**config.mk**
```make
export PLATFORM = sky130hd
export DESIGN_NAME = alu_op_sequencer_flat
export DESIGN_NICKNAME = d
export VERILOG_FILES = /design/src/rtl/alu_op_sequencer_if.sv /design/src/rtl/alu_op_sequencer.sv /design/src/flat_wrapper.sv
export SDC_FILE = /design/constraint.sdc
export NUM_CORES = 1
export LEC_CHECK = 0
export CAP_MARGIN = 20
export CORE_MARGIN = 10
export CORE_UTILIZATION = 48
export DETAILED_ROUTE_END_ITERATION = 10
export GPL_TIMING_DRIVEN = 0
export PLACE_DENSITY_LB_ADDON = 0.2
export SLEW_MARGIN = 20
export SYNTH_ARGS = -nofsm -noshare
export SYNTH_HDL_FRONTEND = slang
export SYNTH_SLANG_ARGS = --single-unit
```
**constraint.sdc**
```tcl
create_clock -name clk -period 2.3 [get_ports clk]
set_input_delay 0.46 -clock clk [delete_from_list [all_inputs] [get_ports clk]]
set_output_delay 0.46 -clock clk [all_outputs]
set_load 0.01 [all_outputs]
```
**src/rtl/alu_op_sequencer_if.sv**
```systemverilog
// Handshake bundle between the operation sequencer, its upstream producer,
// the downstream combinational ALU and the result consumer.
interface alu_op_sequencer_if #(
    parameter int DEPTH = 4
);
    localparam int CW = $clog2(DEPTH) + 1;

    logic          in_valid;
    logic          in_ready;
    logic [3:0]    in_a;
    logic [3:0]    in_b;
    logic [2:0]    in_sel;

    logic [3:0]    alu_a;
    logic [3:0]    alu_b;
    logic [2:0]    alu_sel;
    logic [3:0]    alu_out;

    logic          out_valid;
    logic          out_ready;
    logic [3:0]    out_result;
    logic          out_err;
    logic          out_zero;

    logic [CW-1:0] fifo_count;

    // The sequencer itself.
    modport slave (
        input  in_valid, in_a, in_b, in_sel, alu_out, out_ready,
        output in_ready, alu_a, alu_b, alu_sel,
               out_valid, out_result, out_err, out_zero, fifo_count
    );

    // The environment: producer, ALU and consumer together.
    modport master (
        output in_valid, in_a, in_b, in_sel, alu_out, out_ready,
        input  in_ready, alu_a, alu_b, alu_sel,
               out_valid, out_result, out_err, out_zero, fifo_count
    );
endinterface

```
**src/rtl/alu_op_sequencer.sv**
```systemverilog
// Queues ALU operations, issues them one at a time to an external ALU and
// holds each captured result until the consumer takes it.
module alu_op_sequencer #(
    parameter int DEPTH = 4
) (
    input logic               clk,
    input logic               rst_n,
    alu_op_sequencer_if.slave bus
);
    localparam int AW  = (DEPTH > 1) ? $clog2(DEPTH) : 1;
    localparam int CW  = $clog2(DEPTH) + 1;
    localparam int OPW = 11;

    typedef enum logic [1:0] {
        IDLE = 2'd0,
        EXEC = 2'd1,
        HOLD = 2'd2
    } state_t;

    state_t         state_q, state_d;
    logic [OPW-1:0] mem_q [DEPTH];
    logic [AW-1:0]  wr_ptr_q, wr_ptr_d;
    logic [AW-1:0]  rd_ptr_q, rd_ptr_d;
    logic [CW-1:0]  count_q, count_d;
    logic [3:0]     alu_a_q, alu_a_d;
    logic [3:0]     alu_b_q, alu_b_d;
    logic [2:0]     alu_sel_q, alu_sel_d;
    logic           out_valid_q, out_valid_d;
    logic [3:0]     out_result_q, out_result_d;
    logic           out_err_q, out_err_d;
    logic           out_zero_q, out_zero_d;

    logic           push;
    logic           pop;
    logic           fifo_empty;
    logic [OPW-1:0] head;

    // No bypass: readiness depends only on the registered occupancy.
    assign bus.in_ready = (count_q < CW'(DEPTH));
    assign push         = bus.in_valid && bus.in_ready;
    assign fifo_empty   = (count_q == '0);
    assign head         = mem_q[rd_ptr_q];

    assign bus.alu_a      = alu_a_q;
    assign bus.alu_b      = alu_b_q;
    assign bus.alu_sel    = alu_sel_q;
    assign bus.out_valid  = out_valid_q;
    assign bus.out_result = out_result_q;
    assign bus.out_err    = out_err_q;
    assign bus.out_zero   = out_zero_q;
    assign bus.fifo_count = count_q;

    always_comb begin
        state_d      = state_q;
        wr_ptr_d     = wr_ptr_q;
        rd_ptr_d     = rd_ptr_q;
        count_d      = count_q;
        alu_a_d      = alu_a_q;
        alu_b_d      = alu_b_q;
        alu_sel_d    = alu_sel_q;
        out_valid_d  = out_valid_q;
        out_result_d = out_result_q;
        out_err_d    = out_err_q;
        out_zero_d   = out_zero_q;
        pop          = 1'b0;

        case (state_q)
            IDLE: begin
                if (!fifo_empty) begin
                    pop     = 1'b1;
                    state_d = EXEC;
                end
            end
            EXEC: begin
                // Opcodes 101..111 have no ALU meaning; report them as errors.
                if (alu_sel_q > 3'd4) begin
                    out_result_d = 4'h0;
                    out_err_d    = 1'b1;
                end else begin
                    out_result_d = bus.alu_out;
                    out_err_d    = 1'b0;
                end
                out_zero_d  = (out_result_d == 4'h0);
                out_valid_d = 1'b1;
                state_d     = HOLD;
            end
            HOLD: begin
                if (out_valid_q && bus.out_ready) begin
                    out_valid_d = 1'b0;
                    if (!fifo_empty) begin
                        pop     = 1'b1;
                        state_d = EXEC;
                    end else begin
                        state_d = IDLE;
                    end
                end
            end
            default: state_d = IDLE;
        endcase

        if (pop) begin
            {alu_a_d, alu_b_d, alu_sel_d} = head;
            rd_ptr_d = rd_ptr_q + AW'(1);
        end
        if (push) begin
            wr_ptr_d = wr_ptr_q + AW'(1);
        end

        case ({push, pop})
            2'b10:   count_d = count_q + CW'(1);
            2'b01:   count_d = count_q - CW'(1);
            default: count_d = count_q;
        endcase
    end

    always_ff @(posedge clk) begin
        if (!rst_n) begin
            state_q      <= IDLE;
            wr_ptr_q     <= '0;
            rd_ptr_q     <= '0;
            count_q      <= '0;
            alu_a_q      <= '0;
            alu_b_q      <= '0;
            alu_sel_q    <= '0;
            out_valid_q  <= 1'b0;
            out_result_q <= '0;
            out_err_q    <= 1'b0;
            out_zero_q   <= 1'b0;
        end else begin
            state_q      <= state_d;
            wr_ptr_q     <= wr_ptr_d;
            rd_ptr_q     <= rd_ptr_d;
            count_q      <= count_d;
            alu_a_q      <= alu_a_d;
            alu_b_q      <= alu_b_d;
            alu_sel_q    <= alu_sel_d;
            out_valid_q  <= out_valid_d;
            out_result_q <= out_result_d;
            out_err_q    <= out_err_d;
            out_zero_q   <= out_zero_d;
        end
    end

    // Queue storage carries no reset; only the pointers define its contents.
    always_ff @(posedge clk) begin
        if (rst_n && push) begin
            mem_q[wr_ptr_q] <= {bus.in_a, bus.in_b, bus.in_sel};
        end
    end
endmodule

```
**src/flat_wrapper.sv**
```systemverilog
// flat-port wrapper written by rule: the top's interface ports become plain ports
module alu_op_sequencer_flat 
#(
    parameter int DEPTH = 4
)
  (clk, rst_n, bus_in_valid, bus_in_a, bus_in_b, bus_in_sel, bus_alu_out, bus_out_ready, bus_in_ready, bus_alu_a, bus_alu_b, bus_alu_sel, bus_out_valid, bus_out_result, bus_out_err, bus_out_zero, bus_fifo_count);
  alu_op_sequencer_if #(.DEPTH(DEPTH)) bus_i ();
  input logic clk;
  input logic rst_n;
  input wire logic [$bits(bus_i.in_valid)-1:0] bus_in_valid;
  input wire logic [$bits(bus_i.in_a)-1:0] bus_in_a;
  input wire logic [$bits(bus_i.in_b)-1:0] bus_in_b;
  input wire logic [$bits(bus_i.in_sel)-1:0] bus_in_sel;
  input wire logic [$bits(bus_i.alu_out)-1:0] bus_alu_out;
  input wire logic [$bits(bus_i.out_ready)-1:0] bus_out_ready;
  output wire logic [$bits(bus_i.in_ready)-1:0] bus_in_ready;
  output wire logic [$bits(bus_i.alu_a)-1:0] bus_alu_a;
  output wire logic [$bits(bus_i.alu_b)-1:0] bus_alu_b;
  output wire logic [$bits(bus_i.alu_sel)-1:0] bus_alu_sel;
  output wire logic [$bits(bus_i.out_valid)-1:0] bus_out_valid;
  output wire logic [$bits(bus_i.out_result)-1:0] bus_out_result;
  output wire logic [$bits(bus_i.out_err)-1:0] bus_out_err;
  output wire logic [$bits(bus_i.out_zero)-1:0] bus_out_zero;
  output wire logic [$bits(bus_i.fifo_count)-1:0] bus_fifo_count;
  assign bus_i.in_valid = bus_in_valid;
  assign bus_i.in_a = bus_in_a;
  assign bus_i.in_b = bus_in_b;
  assign bus_i.in_sel = bus_in_sel;
  assign bus_i.alu_out = bus_alu_out;
  assign bus_i.out_ready = bus_out_ready;
  assign bus_in_ready = bus_i.in_ready;
  assign bus_alu_a = bus_i.alu_a;
  assign bus_alu_b = bus_i.alu_b;
  assign bus_alu_sel = bus_i.alu_sel;
  assign bus_out_valid = bus_i.out_valid;
  assign bus_out_result = bus_i.out_result;
  assign bus_out_err = bus_i.out_err;
  assign bus_out_zero = bus_i.out_zero;
  assign bus_fifo_count = bus_i.fifo_count;
  alu_op_sequencer #(.DEPTH(DEPTH)) u_core (.clk(clk), .rst_n(rst_n), .bus(bus_i));
endmodule
```
### M1 wires, run 1

The bar under the picture is 20 um long.
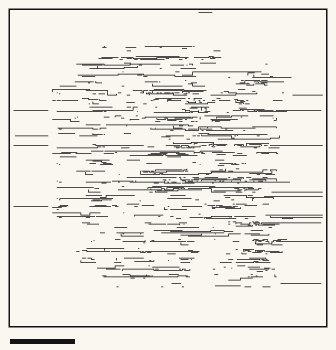
longest straight run: 32.2 um
share of all routed wire: 46%
main direction: horizontal
nets with wire on the layer: 236
wire length on this layer: 2520 um

### The metal 2 layer, run 1

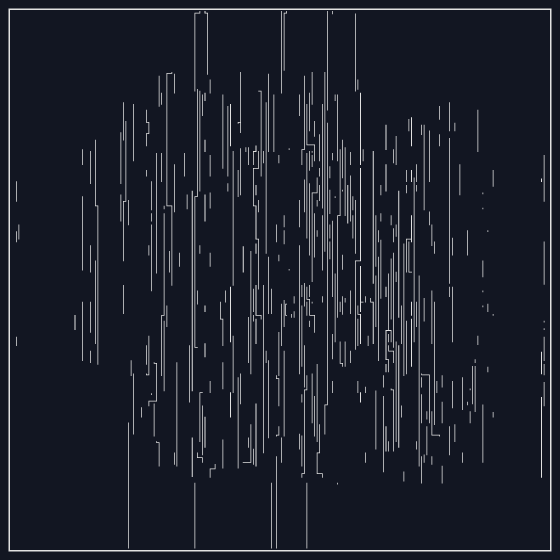
share of all routed wire: 47%
main direction: vertical
longest straight run: 50.8 um
nets with wire on the layer: 224

==> summary.rpt, run 1 <==
=== SYNTHESIS / PLACE & ROUTE SUMMARY ===
----------------------------------------------------
[Setup path]
  Type of the setup path with the least slack ........................ in -> reg
  Critical Path Source ........................ bus_in_valid
  Type of origin of the critical path ........................ primary input
  Critical path fanouts, max ........................ 7
  Arrival time at the worst endpoint ........................ 2.46 ns
  Reg2Reg Launch Point ........................ u_core.state_q[1]$_SDFFE_PN0P_
  Critical Path RT ........................ roughly 2.6 ns
  Critical Path End Type ........................ register

[Clocking]
  Longest Clk Path Bufs ........................ 2
  # H-tree levels ........................ 3
  TritonCTS clock tree ........................ built
  Number of buffers added by the clock tree synthesis step ........................ 9
  CTS clock-pin slew for the worst setup and hold paths ........................ 0.07 ns
  TritonCTS Sinks ........................ between 70 and 80
  Clock tree root buffer cell ........................ clkbuf_8
  Hold buffers post-CTS ........................ 0
  Post-CTS repair timing setup buffer count ........................ 2
  CTS resizes ........................ 5
  Clock latency on the worst-skew pair ........................ 0.34 ns

[Global routing]
  Number of global-route vias before repair ........................ 1705
  Maximum number of pins on one net before global-route repair ........................ 13
  Layer with the highest usage ........................ met2
  Total congestion overflow ........................ 0
  GR met1 Demand/Resource ........................ between 10 and 15%
  Global-route total usage across every layer ........................ 11.8%
  Met3 GRT Util ........................ 4.69%
  Global-route wire length before repair ........................ about 9000 um
  Met2 track utilization from global routing ........................ 17.7%
  Initial antenna violation count ........................ 0

[Detailed routing]
  Total met3 wirelength after detailed routing ........................ 354 um
  Routed Wire Length ........................ 5510 um
  Routed Antenna Nets ........................ 0
  Via density ........................ 5.39
  Wire length on met2 ........................ 2570 um
  Routed wirelength normalized by instance count ........................ 17.4 um
  Post-route DRC violation count ........................ 0
  Number of detailed-route iterations in the first pass ........................ 4
  Total via count after detailed routing ........................ 1709
  Met1 layer wirelength in the final routing ........................ 2520 um
  Highest metal layer with signal wires ........................ met4
  DRC violation total after the first TritonRoute iteration ........................ 124

[Synth]
  Nets in the synthesized netlist ........................ between 200 and 250
  Adder Area Share ........................ approximately 2.9%
  Leading cell types by count after synthesis ........................ edfxtp_1 (44), dfxtp_1 (27), o311a_1 (11)
  Main logic family after synthesis ........................ AND-OR/OR-AND gates
  Number of distinct library cell variants in the gate-level netlist after synthesis ........................ 37
  Seq share, synth ........................ 64.7%
  Number of warnings reported in the yosys synthesis log ........................ 0
  Number of cell instances after yosys synthesis ........................ approximately 190
  Post-synthesis share of cell area spent on and-or and or-and gates ........................ 10.7%
  Post-Syn Area ........................ 0.00288 sq mm
  Main area contributors after synthesis ........................ edfxtp_1 (46%), dfxtp_1 (19%), mux4_2 (5.5%)
  Multiplexer area fraction after synthesis ........................ 10.2%
  Most used DFF post-synth ........................ edfxtp_1
  Leading cell type by number of instances after synthesis ........................ edfxtp_1
  Post-Synthesis Mean Instance Area ........................ about 16 sq um
  Synthesis area per yosys ........................ 0.00288 sq mm
  Area share of the largest cell type after synthesis ........................ between 40 and 50%
  Share of synthesized cell area in and, or, nand and nor gates ........................ 6.87%
  Number of enable flip-flop cells ........................ around 44
  Synthesized-area fraction occupied by xor and xnor cells ........................ less than 1%
  Gate count after technology mapping ........................ 185
  Async set or reset register ratio after synthesis ........................ 0%
  Yosys top cell by area ........................ edfxtp_1
  Synthesized registers ........................ ~70

[Pwr]
  Cell-internal power ........................ roughly 2800 uW
  Post-layout total power ........................ 4110 uW
  Worst IR drop on VDD ........................ 0.577 mV
  Power Combinational ........................ 1460 uW
  Part of the total power dissipated in the clock network ........................ 22.9%
  Leakage component of the power ........................ around 0.0013 uW
  Switching Fraction ........................ 31.0%
  Power attributed to the clock group ........................ 941 uW
  Combinational cell fraction of total power ........................ 35.5%
  Power of the sequential group ........................ 1710 uW
  Power density normalized to cell area ........................ around 1100 mW/mm^2
  Highest-power group ........................ sequential cells
  Seq pwr share ........................ 41.6%
  Net Sw Power ........................ about 1300 uW

[Floorplan]
  Boundary Pins ........................ 41
  Floorplan core density ........................ approximately half
  Width of the die ........................ 97.4 um
  Core box area ........................ slightly below 0.006 sq mm
  Chip height ........................ 97.4 um
  Number of cell rows ........................ 28
  Total die size ........................ around 0.0095 sq mm

[STA]
  RSZ-0062 raised after global routing ........................ false
  Final critical delay including setup and external delays ........................ 2.20 ns
  Final count of pins violating max slew ........................ 0
  FMAX ........................ 455 MHz
  Worst max-slew margin expressed relative to the limit ........................ around 58%
  Slew at the pin closest to its max-slew limit ........................ 0.631 ns
  Final worst slack ........................ approximately 0.1 ns
  Period Utilization, post-route ........................ between 90% and 100%
  Number of hold-slack violations in the final timing report ........................ 0
  Fin Clk Skew ........................ just under 0.007 ns
  Setup-violating endpoint count in the final report ........................ 0

[Layout]
  Layout overhead on the synthesized area ........................ 24.5%
  Fillers ........................ 475
  Number of non-filler instances in the completed layout ........................ about 320
  Fraction of final layout cells sized beyond drive strength 1 ........................ 15.3%
  Most frequent logic cell in the layout ........................ edfxtp_1
  Total number of nets in the final design ........................ about 260
  Most numerous logic cells after layout ........................ edfxtp_1 (44), clkdlybuf4s50_1 (38), dfxtp_1 (27)
  Diode insertion count for antenna repair ........................ 0
  Share of the core filled with cells ........................ 60.9%

[Placement]
  Post-placement worst setup slack ........................ -0.712 ns
  DP Cell Count ........................ 299
  Total of buffers placed on input and output ports ........................ 39
  Post-DP HPWL ........................ 3700 um
  Final weighted congestion in routability-driven placement ........................ approximately 0.77

[Min path]
  Path class of the lowest-slack min-delay path ........................ reg -> reg
  Min-Delay Startpoint ........................ u_core.bus.out_result[1]$_SDFFE_PN0P_

[Status]
  Run status ........................ finished, final reports clean

[Flow run]
  MaxCap Viol Count ........................ 0
  Tool warnings ........................ 29

----------------------------------------------------
### Met3 routing, run 1

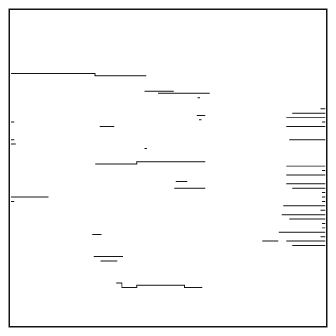
main direction: horizontal
wire length on this layer: 354 um
share of all routed wire: 6.4%
nets with wire on the layer: 39
longest straight run: 25.8 um

## run 1: through the flow
stage          hold slack [ns]  instance area (sq um)  TNS (ns)
2_1_floorplan            0.485                   2880         0
3_3_place_gp             0.449                   3360     -2.63
3_5_place_dp             0.456                   3360     -2.38
4_1_cts                  0.466                   3580         0
5_1_grt                  0.483                   3580         0
6_report                 0.462                   3580         0
## run 1: worst max-delay path, stage by stage
cell	delay, ns
clkdlybuf4s50_1	0.40
nor2b_1	0.13
clkbuf_1	0.19
inv_1	0.09
ha_1	0.17
inv_1	0.06
fa_1	0.37
xor2_1	0.15
or3_1	0.30
a21boi_0	0.15
## run 1: final timing paths
path / end / cells after the start / slack [ns]
max: u_core.bus.fifo_count[2]$_SDFFE_PN0P_ / 10 / 0.10
min reg2reg: u_core.bus.out_result[1]$_SDFFE_PN0P_ / 2 / 0.46
max reg2reg: u_core.bus.fifo_count[2]$_SDFFE_PN0P_ / 9 / 0.20
min: u_core.bus.out_result[1]$_SDFFE_PN0P_ / 2 / 0.46
## run 1: layout make-up
cell class	count	area, sq um	area share (%)
Clock inverter	7	63.8	1.78
Timing Repair Buffer	41	404	11.3
Clock buffer	9	124	3.46
Tap cell	75	93.8	2.62
Inverter	7	26.3	0.733
Multi-Input combinational cell	93	922	25.7
Sequential cell	71	1860	51.9
Buffer	14	88.8	2.48
## run 1: flip-flops by register name, summed over array words and instances, names as in the netlist
register	flops
u_core.mem_q	44
u_core.bus.alu_a	4
u_core.bus.alu_b	4
u_core.bus.out_result	4
u_core.bus.alu_sel	3
u_core.bus.fifo_count	3
u_core.rd_ptr_q	2
u_core.state_q	2
u_core.wr_ptr_q	2
u_core.bus.out_err	1
u_core.bus.out_valid	1
u_core.bus.out_zero	1
## Run 2: what changed since run 1
Settings changed: CTS_CLUSTER_SIZE set to 8.
### M1 wires, run 2

The bar under the picture is 20 um long.
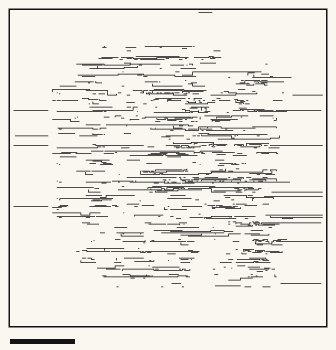
main direction: horizontal
longest straight run: 32.2 um
share of all routed wire: 46%
nets with wire on the layer: 236

### Met3 routing, run 2

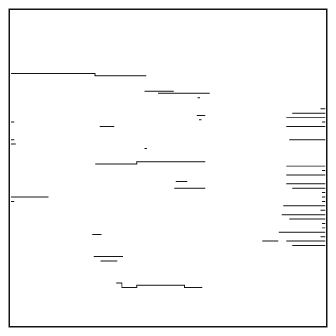
main direction: horizontal
longest straight run: 25.8 um
share of all routed wire: 6.4%
nets with wire on the layer: 39
wire length on this layer: 354 um

==> run 2 against run 1 <==
  * Sequential power barely moved
  * Critical path depth unchanged
  * Area after synthesis unchanged
  * Power stayed put
  * Sequential share of layout area did not move
  * Combinational power about the same
  * Register-to-register slack about the same
  * Clock skew unchanged
  * Global-route usage is the same
  * Hold slack is the same
  * Critical endpoint unchanged
==> summary.rpt, run 2 <==
=== SYNTHESIS / PLACE & ROUTE SUMMARY ===
----------------------------------------------------
[Synth]
  Number of cell instances after yosys synthesis ........................ 185 (unchanged)
  Area share of the largest cell type after synthesis ........................ 45.9% (unchanged)
  Gate count after technology mapping ........................ 185 (unchanged)
  Synthesized registers ........................ 71 (unchanged)
  Yosys top cell by area ........................ edfxtp_1 (unchanged)
  Leading cell type by number of instances after synthesis ........................ edfxtp_1 (unchanged)
  Main area contributors after synthesis ........................ edfxtp_1 (46%), dfxtp_1 (19%), mux4_2 (5.5%) (unchanged)
  Number of distinct library cell variants in the gate-level netlist after synthesis ........................ 37 (unchanged)
  Most used DFF post-synth ........................ edfxtp_1 (unchanged)
  Post-Syn Area ........................ 0.00288 sq mm (unchanged)
  Number of warnings reported in the yosys synthesis log ........................ 0 (unchanged)
  Number of enable flip-flop cells ........................ 44 (unchanged)
  Leading cell types by count after synthesis ........................ edfxtp_1 (44), dfxtp_1 (27), o311a_1 (11) (unchanged)
  Post-Synthesis Mean Instance Area ........................ 15.6 sq um (unchanged)
  Async set or reset register ratio after synthesis ........................ 0% (unchanged)
  Nets in the synthesized netlist ........................ 210 (unchanged)
  Synthesis area per yosys ........................ 0.00288 sq mm (unchanged)
  Seq share, synth ........................ 64.7% (unchanged)

[Global routing]
  GR met1 Demand/Resource ........................ 14.6% (unchanged)
  Total congestion overflow ........................ 0 (unchanged)
  Initial antenna violation count ........................ 0 (unchanged)
  Met2 track utilization from global routing ........................ 17.7% (unchanged)
  Global-route total usage across every layer ........................ 11.8% (unchanged)
  Number of global-route vias before repair ........................ 1705 (unchanged)
  Global-route wire length before repair ........................ 8960 um (unchanged)
  Met3 GRT Util ........................ 4.69% (unchanged)
  Layer with the highest usage ........................ met2 (unchanged)
  Maximum number of pins on one net before global-route repair ........................ 13 (unchanged)

[Pwr]
  Worst IR drop on VDD ........................ 0.577 mV (unchanged)
  Net Sw Power ........................ 1270 uW (unchanged)
  Power attributed to the clock group ........................ 941 uW (about the same)
  Switching Fraction ........................ 31.0% (unchanged)
  Part of the total power dissipated in the clock network ........................ 22.9% (about the same)
  Combinational cell fraction of total power ........................ 35.5% (about the same)
  Power of the sequential group ........................ 1710 uW (about the same)
  Leakage component of the power ........................ 0.00128 uW (unchanged)
  Seq pwr share ........................ 41.6% (about the same)
  Power density normalized to cell area ........................ 1150 mW/mm^2 (unchanged)
  Cell-internal power ........................ 2840 uW (unchanged)
  Post-layout total power ........................ 4110 uW (unchanged)
  Power Combinational ........................ 1460 uW (about the same)
  Highest-power group ........................ sequential cells (unchanged)

[Floorplan]
  Core box area ........................ 0.00589 sq mm (unchanged)
  Width of the die ........................ 97.4 um (unchanged)
  Total die size ........................ 0.00950 sq mm (unchanged)
  Number of cell rows ........................ 28 (unchanged)
  Boundary Pins ........................ 41 (unchanged)
  Floorplan core density ........................ 48.9% (unchanged)
  Chip height ........................ 97.4 um (unchanged)

[Setup path]
  Dominant cell type by count on the critical path ........................ inv_1 (unchanged)
  Largest stage delay, worst path ........................ 0.40 ns (about the same)
  Reg2Reg Launch Point ........................ u_core.state_q[1]$_SDFFE_PN0P_ (unchanged)
  Worst-path cell with the longest stage delay ........................ clkdlybuf4s50_1 (unchanged)
  Cell count of the worst reg-to-reg path ........................ 9 (unchanged)
  Worst r2r dst ........................ u_core.bus.fifo_count[2]$_SDFFE_PN0P_ (unchanged)
  Chain of cells forming the critical path ........................ clkdlybuf4s50_1 -> nor2b_1 -> clkbuf_1 -> inv_1 -> ha_1 -> inv_1 -> fa_1 -> xor2_1 -> or3_1 -> a21boi_0 (unchanged)
  Critical Path RT ........................ 2.56 ns (about the same)
  Critical path fanouts, max ........................ 7 (unchanged)
  Arrival time at the worst endpoint ........................ 2.46 ns (about the same)
  Type of origin of the critical path ........................ primary input (unchanged)
  Reg2Reg Setup Slack ........................ 0.20 ns (about the same)
  Critical Path End Type ........................ register (unchanged)
  Type of the setup path with the least slack ........................ in -> reg (unchanged)

[Placement]
  Total of buffers placed on input and output ports ........................ 39 (unchanged)
  Post-DP HPWL ........................ 3700 um (unchanged)
  Area post-placement ........................ 0.00336 sq mm (unchanged)
  DP Cell Count ........................ 299 (unchanged)
  Post-placement worst setup slack ........................ -0.712 ns (unchanged)
  Final weighted congestion in routability-driven placement ........................ 0.775 (unchanged)

[Clocking]
  TritonCTS Sinks ........................ 71 (unchanged)
  CTS clock-pin slew for the worst setup and hold paths ........................ 0.07 ns (about the same)
  Longest Clk Path Bufs ........................ 2 (unchanged)
  TritonCTS clock tree ........................ built (unchanged)
  Clock tree root buffer cell ........................ clkbuf_8 (unchanged)
  Number of buffers added by the clock tree synthesis step ........................ 9 (unchanged)
  # H-tree levels ........................ 3 (unchanged)
  Clock latency on the worst-skew pair ........................ 0.34 ns (about the same)

[Layout]
  Reg with most FFs ........................ u_core.mem_q (unchanged)
  Diode insertion count for antenna repair ........................ 0 (unchanged)
  FF+latch area ........................ 0.00186 sq mm (unchanged)
  Share of the core filled with cells ........................ 60.9% (unchanged)
  Comb. cell area ........................ 922 sq um (unchanged)
  Layout overhead on the synthesized area ........................ 24.5% (unchanged)
  Flip-flop count of the largest register, all copies and words added ........................ 44 (unchanged)
  Post-route standard cell area excluding fillers ........................ 0.00358 sq mm (unchanged)
  Fraction of final layout cells sized beyond drive strength 1 ........................ 15.3% (unchanged)
  Total number of nets in the final design ........................ 262 (unchanged)
  Most numerous logic cells after layout ........................ edfxtp_1 (44), clkdlybuf4s50_1 (38), dfxtp_1 (27) (unchanged)
  Number of non-filler instances in the completed layout ........................ 317 (unchanged)
  Most frequent logic cell in the layout ........................ edfxtp_1 (unchanged)
  Fillers ........................ 475 (unchanged)

[Detailed routing]
  DRC violation total after the first TritonRoute iteration ........................ 124 (unchanged)
  Routed wirelength normalized by instance count ........................ 17.4 um (unchanged)
  Via density ........................ 5.39 (unchanged)
  Met1 layer wirelength in the final routing ........................ 2520 um (unchanged)
  Number of detailed-route iterations in the first pass ........................ 4 (unchanged)
  Total met3 wirelength after detailed routing ........................ 354 um (unchanged)
  Routed Wire Length ........................ 5510 um (unchanged)
  Highest metal layer with signal wires ........................ met4 (unchanged)
  Total via count after detailed routing ........................ 1709 (unchanged)
  Wire length on met2 ........................ 2570 um (unchanged)
  Routed Antenna Nets ........................ 0 (unchanged)
  Post-route DRC violation count ........................ 0 (unchanged)

[STA]
  FMAX ........................ 455 MHz (unchanged)
  Number of hold-slack violations in the final timing report ........................ 0 (unchanged)
  Setup-violating endpoint count in the final report ........................ 0 (unchanged)
  Final critical delay including setup and external delays ........................ 2.20 ns (unchanged)
  Worst max-slew margin expressed relative to the limit ........................ 57.9% (unchanged)
  Period Utilization, post-route ........................ 95.7% (unchanged)
  Final count of pins violating max slew ........................ 0 (unchanged)
  Total negative slack for setup checks ........................ 0 ns (unchanged)
  Final worst slack ........................ 0.100 ns (unchanged)
  Slew at the pin closest to its max-slew limit ........................ 0.631 ns (unchanged)
  Fin Clk Skew ........................ 0.00688 ns (unchanged)
  Min Hold Slack ........................ 0.462 ns (unchanged)
  RSZ-0062 raised after global routing ........................ false (unchanged)

[Flow run]
  Tool warnings ........................ 29 (unchanged)
  MaxCap Viol Count ........................ 0 (unchanged)

[Min path]
  Number of instances on the worst hold path ........................ 2 (unchanged)
  Path class of the lowest-slack min-delay path ........................ reg -> reg (unchanged)
  Min-Delay Startpoint ........................ u_core.bus.out_result[1]$_SDFFE_PN0P_ (unchanged)
  Worst Hold Path EP ........................ u_core.bus.out_result[1]$_SDFFE_PN0P_ (unchanged)

[Status]
  Run status ........................ finished, final reports clean (unchanged)

----------------------------------------------------
## run 2: cell counts in the layout (fill, tap and decap cells not counted)
No cell type changed its count.
## run 2: worst max-delay path: cells and delay by family
kind                       cells  cell delay, ns
xor gates and xnor gates       1            0.15
adders and majority gates      2            0.54
AOI/OAI and AO/OA              1            0.15
and+or+nand+nor                2            0.43
buffers and inverters          4            0.74
## run 2: final cells by class
cell class,instances,area share (%)
multi-input cells,93,25.7
inverters,7,0.733
repair buffers,41,11.3
well taps,75,2.62
clock buffers,9,3.46
plain buffers,14,2.48
flip-flops and latches,71,51.9
clock inverters,7,1.78
## run 2: how the worst max path moves through the flow
stage / from / to / slack [ns] / depth (start not counted)
finish: bus_in_valid / u_core.bus.fifo_count[2]$_SDFFE_PN0P_ / 0.10 / 10
global route: bus_in_valid / u_core.bus.fifo_count[2]$_SDFFE_PN0P_ / 0.008 / 10
CTS: bus_in_valid / u_core.bus.fifo_count[2]$_SDFFE_PN0P_ / 0.12 / 10
floorplan: bus_out_ready / u_core.bus.fifo_count[2]$_SDFFE_PN0P_ / 0.03 / 9
detailed placement: bus_out_ready / u_core.bus.fifo_count[2]$_SDFFE_PN0P_ / -0.71 / 10
global placement: bus_out_ready / u_core.bus.fifo_count[2]$_SDFFE_PN0P_ / -0.70 / 10
## run 2: logic make-up (layout without fill, tap and decap cells)
family	count (synthesis)	after routing	synth area share, %
flip-flops	71	71	64.7
AND-OR/OR-AND	36	36	10.7
AND/OR/NAND/NOR	34	34	6.87
buffers and inverters	21	78	3.78
multiplexers	14	14	10.2
adder cells (fa/ha/maj)	6	6	2.87
XOR/XNOR	3	3	0.913
## run 2: repair_timing
item / CTS / global route
setup buffers: 2 / 0
hold buffers: 0 / 0
setup endpoints to repair: 2 / 0
resized: 5 / 0
## Run 3: what changed since run 2
Settings changed: CORE_UTILIZATION 48 to 30.
### The metal 2 layer, run 3

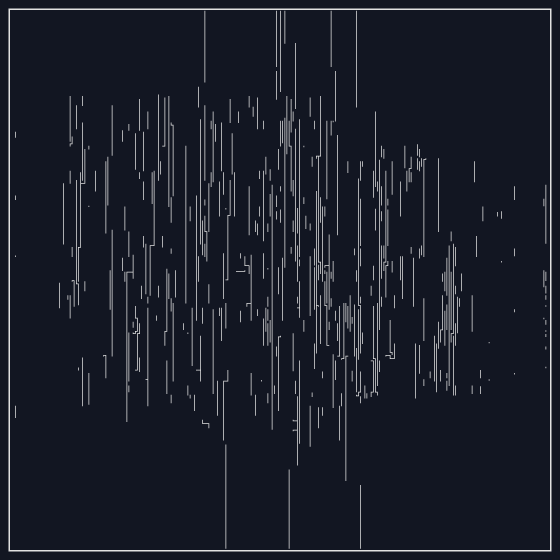
main direction: vertical
longest straight run: 53.4 um
nets with wire on the layer: 223

### Wires at chosen ports, followed through buffers, run 3

The bar under the picture is 20 um long.
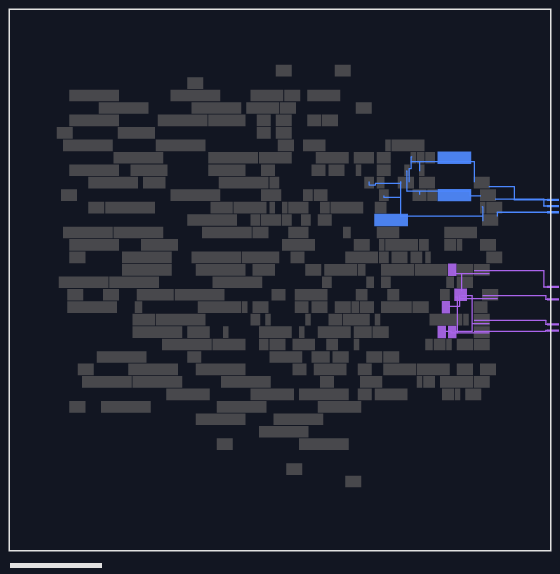
legend:
  blue:
    port: bus_fifo_count
    direction: output
    edge: east
    end_cells: 3
    buffers: 3
    wire: 130 um
  purple:
    port: bus_alu_out
    direction: input
    edge: east
    end_cells: 5
    buffers: 4
    wire: 128 um

==> run 3 against run 2 <==
  * Final cell count increased by 17%
  * Largest power group unchanged
  * Critical path type unchanged
  * Die size increased by 47%
  * Register-to-register slack got worse by 0.03 ns
==> summary.rpt, run 3 <==
=== SYNTHESIS / PLACE & ROUTE SUMMARY ===
----------------------------------------------------
[Synth]
  Gate count after technology mapping ........................ 185 (unchanged)
  Number of cell instances after yosys synthesis ........................ 185 (unchanged)
  Synthesis area per yosys ........................ 0.00288 sq mm (unchanged)
  Number of warnings reported in the yosys synthesis log ........................ 0 (unchanged)
  Number of enable flip-flop cells ........................ 44 (unchanged)
  Most used DFF post-synth ........................ edfxtp_1 (unchanged)
  Nets in the synthesized netlist ........................ 210 (unchanged)
  Area share of the largest cell type after synthesis ........................ 45.9% (unchanged)
  Number of distinct library cell variants in the gate-level netlist after synthesis ........................ 37 (unchanged)
  Leading cell types by count after synthesis ........................ edfxtp_1 (44), dfxtp_1 (27), o311a_1 (11) (unchanged)
  Post-Synthesis Mean Instance Area ........................ 15.6 sq um (unchanged)
  Post-Syn Area ........................ 0.00288 sq mm (unchanged)
  Async set or reset register ratio after synthesis ........................ 0% (unchanged)
  Main area contributors after synthesis ........................ edfxtp_1 (46%), dfxtp_1 (19%), mux4_2 (5.5%) (unchanged)
  Seq share, synth ........................ 64.7% (unchanged)
  Synthesized registers ........................ 71 (unchanged)
  Leading cell type by number of instances after synthesis ........................ edfxtp_1 (unchanged)
  Yosys top cell by area ........................ edfxtp_1 (unchanged)

[Setup path]
  Type of the setup path with the least slack ........................ in -> reg (unchanged)
  Arrival time at the worst endpoint ........................ 2.44 ns (was 2.46 ns)
  Critical Path End Type ........................ register (unchanged)
  Critical Path RT ........................ 2.57 ns (was 2.56 ns)
  Type of origin of the critical path ........................ primary input (unchanged)
  Critical path fanouts, max ........................ 7 (unchanged)

[Layout]
  Reg with most FFs ........................ u_core.mem_q (unchanged)
  Comb. cell area ........................ 922 sq um (unchanged)
  Fraction of final layout cells sized beyond drive strength 1 ........................ 16.2% (was 15.3%)
  Layout overhead on the synthesized area ........................ 27.2% (was 24.5%)
  Number of non-filler instances in the completed layout ........................ 370 (was 317)
  Share of the core filled with cells ........................ 39.5% (was 60.9%)
  Total number of nets in the final design ........................ 261 (was 262)
  Most frequent logic cell in the layout ........................ edfxtp_1 (unchanged)
  Fillers ........................ 912 (was 475)
  Flip-flop count of the largest register, all copies and words added ........................ 44 (unchanged)
  FF+latch area ........................ 0.00186 sq mm (unchanged)
  Diode insertion count for antenna repair ........................ 0 (unchanged)
  Most numerous logic cells after layout ........................ edfxtp_1 (44), clkdlybuf4s50_1 (38), dfxtp_1 (27) (unchanged)
  Post-route standard cell area excluding fillers ........................ 0.00366 sq mm (was 0.00358 sq mm)

[Clocking]
  TritonCTS Sinks ........................ 71 (unchanged)
  TritonCTS clock tree ........................ built (unchanged)
  Hold buffers post-CTS ........................ 0 (unchanged)
  Clock latency on the worst-skew pair ........................ 0.35 ns (was 0.34 ns)
  Longest Clk Path Bufs ........................ 2 (unchanged)
  Clock tree root buffer cell ........................ clkbuf_8 (unchanged)
  CTS clock-pin slew for the worst setup and hold paths ........................ 0.07 ns (about the same)
  # H-tree levels ........................ 3 (unchanged)
  Number of buffers added by the clock tree synthesis step ........................ 9 (unchanged)

[Floorplan]
  Number of cell rows ........................ 35 (was 28)
  Boundary Pins ........................ 41 (unchanged)
  Width of the die ........................ 118 um (was 97.4 um)
  Floorplan core density ........................ 31.0% (was 48.9%)
  Core box area ........................ 0.00928 sq mm (was 0.00589 sq mm)
  Total die size ........................ 0.0139 sq mm (was 0.00950 sq mm)
  Chip height ........................ 118 um (was 97.4 um)

[Pwr]
  Net Sw Power ........................ 1350 uW (was 1270 uW)
  Highest-power group ........................ sequential cells (unchanged)
  Power attributed to the clock group ........................ 1010 uW (was 941 uW)
  Combinational cell fraction of total power ........................ 35.2% (was 35.5%)
  Leakage component of the power ........................ 0.00129 uW (was 0.00128 uW)
  Cell-internal power ........................ 2860 uW (was 2840 uW)
  Power of the sequential group ........................ 1720 uW (was 1710 uW)
  Power Combinational ........................ 1480 uW (was 1460 uW)
  Switching Fraction ........................ 32.1% (was 31.0%)
  Part of the total power dissipated in the clock network ........................ 24.1% (was 22.9%)
  Post-layout total power ........................ 4210 uW (was 4110 uW)
  Worst IR drop on VDD ........................ 0.347 mV (was 0.577 mV)
  Power density normalized to cell area ........................ 1150 mW/mm^2 (about the same)
  Seq pwr share ........................ 40.7% (was 41.6%)

[STA]
  Number of hold-slack violations in the final timing report ........................ 0 (unchanged)
  Total negative slack for setup checks ........................ 0 ns (unchanged)
  Period Utilization, post-route ........................ 94.2% (was 95.7%)
  Final count of pins violating max slew ........................ 0 (unchanged)
  FMAX ........................ 462 MHz (was 455 MHz)
  Slew at the pin closest to its max-slew limit ........................ 0.626 ns (was 0.631 ns)
  Worst max-slew margin expressed relative to the limit ........................ 58.3% (was 57.9%)
  Setup-violating endpoint count in the final report ........................ 0 (unchanged)
  Final critical delay including setup and external delays ........................ 2.17 ns (was 2.20 ns)
  Fin Clk Skew ........................ 0.00814 ns (was 0.00688 ns)
  Min Hold Slack ........................ 0.462 ns (about the same)
  RSZ-0062 raised after global routing ........................ false (unchanged)
  Final worst slack ........................ 0.134 ns (was 0.100 ns)

[Detailed routing]
  Routed Antenna Nets ........................ 0 (unchanged)
  Met1 layer wirelength in the final routing ........................ 3020 um (was 2520 um)
  DRC violation total after the first TritonRoute iteration ........................ 66 (was 124)
  Routed Wire Length ........................ 6040 um (was 5510 um)
  Highest metal layer with signal wires ........................ met4 (unchanged)
  Routed wirelength normalized by instance count ........................ 16.3 um (was 17.4 um)
  Total met3 wirelength after detailed routing ........................ 338 um (was 354 um)
  Number of detailed-route iterations in the first pass ........................ 4 (unchanged)
  Post-route DRC violation count ........................ 0 (unchanged)
  Via density ........................ 4.62 (was 5.39)
  Wire length on met2 ........................ 2610 um (was 2570 um)
  Total via count after detailed routing ........................ 1708 (was 1709)

[Placement]
  DP Cell Count ........................ 353 (was 299)
  Post-placement worst setup slack ........................ -0.743 ns (was -0.712 ns)
  Post-DP HPWL ........................ 4140 um (was 3700 um)
  Total of buffers placed on input and output ports ........................ 39 (unchanged)
  Area post-placement ........................ 0.00343 sq mm (was 0.00336 sq mm)
  Final weighted congestion in routability-driven placement ........................ 0.735 (was 0.775)

[Min path]
  Path class of the lowest-slack min-delay path ........................ reg -> reg (unchanged)

[Global routing]
  Initial antenna violation count ........................ 0 (unchanged)
  Global-route total usage across every layer ........................ 8.96% (was 11.8%)
  Total congestion overflow ........................ 0 (unchanged)
  Maximum number of pins on one net before global-route repair ........................ 15 (was 13)
  Number of global-route vias before repair ........................ 1801 (was 1705)
  Global-route wire length before repair ........................ 9670 um (was 8960 um)

[Flow run]
  Tool warnings ........................ 29 (unchanged)
  MaxCap Viol Count ........................ 0 (unchanged)

[Status]
  Run status ........................ finished, final reports clean (unchanged)

----------------------------------------------------
## run 3: layer usage
metal	GRT usage, %	vias up
li1	-	821
met1	11.1	829
met2	13.2	49
met3	3.98	9
met4	3.71	0
met5	0	-
## run 3: logic make-up after synthesis
logic type                 count (synthesis)  share of synthesized area, %
muxes                                     14                          10.2
xor gates and xnor gates                   3                         0.913
DFF                                       71                          64.7
AOI/OAI and AO/OA                         36                          10.7
buffers and inverters                     21                          3.78
adders and majority gates                  6                          2.87
and+or+nand+nor                           34                          6.87
## run 3: path summary, 6_finish.rpt
path | startpoint | end | slack (ns) | cells after the start
worst max-delay path | bus_in_valid | u_core.bus.fifo_count[2]$_SDFFE_PN0P_ | 0.13 | 9
worst min-delay path | u_core.bus.out_result[2]$_SDFFE_PN0P_ | u_core.bus.out_result[2]$_SDFFE_PN0P_ | 0.46 | 2
worst max register to register | u_core.state_q[1]$_SDFFE_PN0P_ | u_core.bus.fifo_count[2]$_SDFFE_PN0P_ | 0.17 | 9
worst min register to register | u_core.bus.out_result[2]$_SDFFE_PN0P_ | u_core.bus.out_result[2]$_SDFFE_PN0P_ | 0.46 | 2
## run 3: final cells by class
type / instances / share of cell area [%]
repair buffers: 41 / 11.0
clock inverters: 7 / 2.15
plain buffers: 13 / 2.32
flip-flops and latches: 71 / 50.8
inverters: 7 / 0.717
multi-input cells: 93 / 25.2
well taps: 129 / 4.41
clock buffers: 9 / 3.38
## run 3: critical path: stages
cell and delay, ns:
clkdlybuf4s50_1 0.46, nor2b_1 0.44, inv_1 0.09, ha_1 0.22, inv_1 0.07, fa_1 0.17, xor2_1 0.07, or3_1 0.29
a21boi_0 0.15
## run 3: what timing repair did
item                                    4_1_cts  5_1_grt
resized                                       5        0
buffers inserted                              2        0
pin swaps                                     1        0
endpoints found under the setup margin        2        1
Power figures rest on the tool's default switching activity, not on a simulated workload.
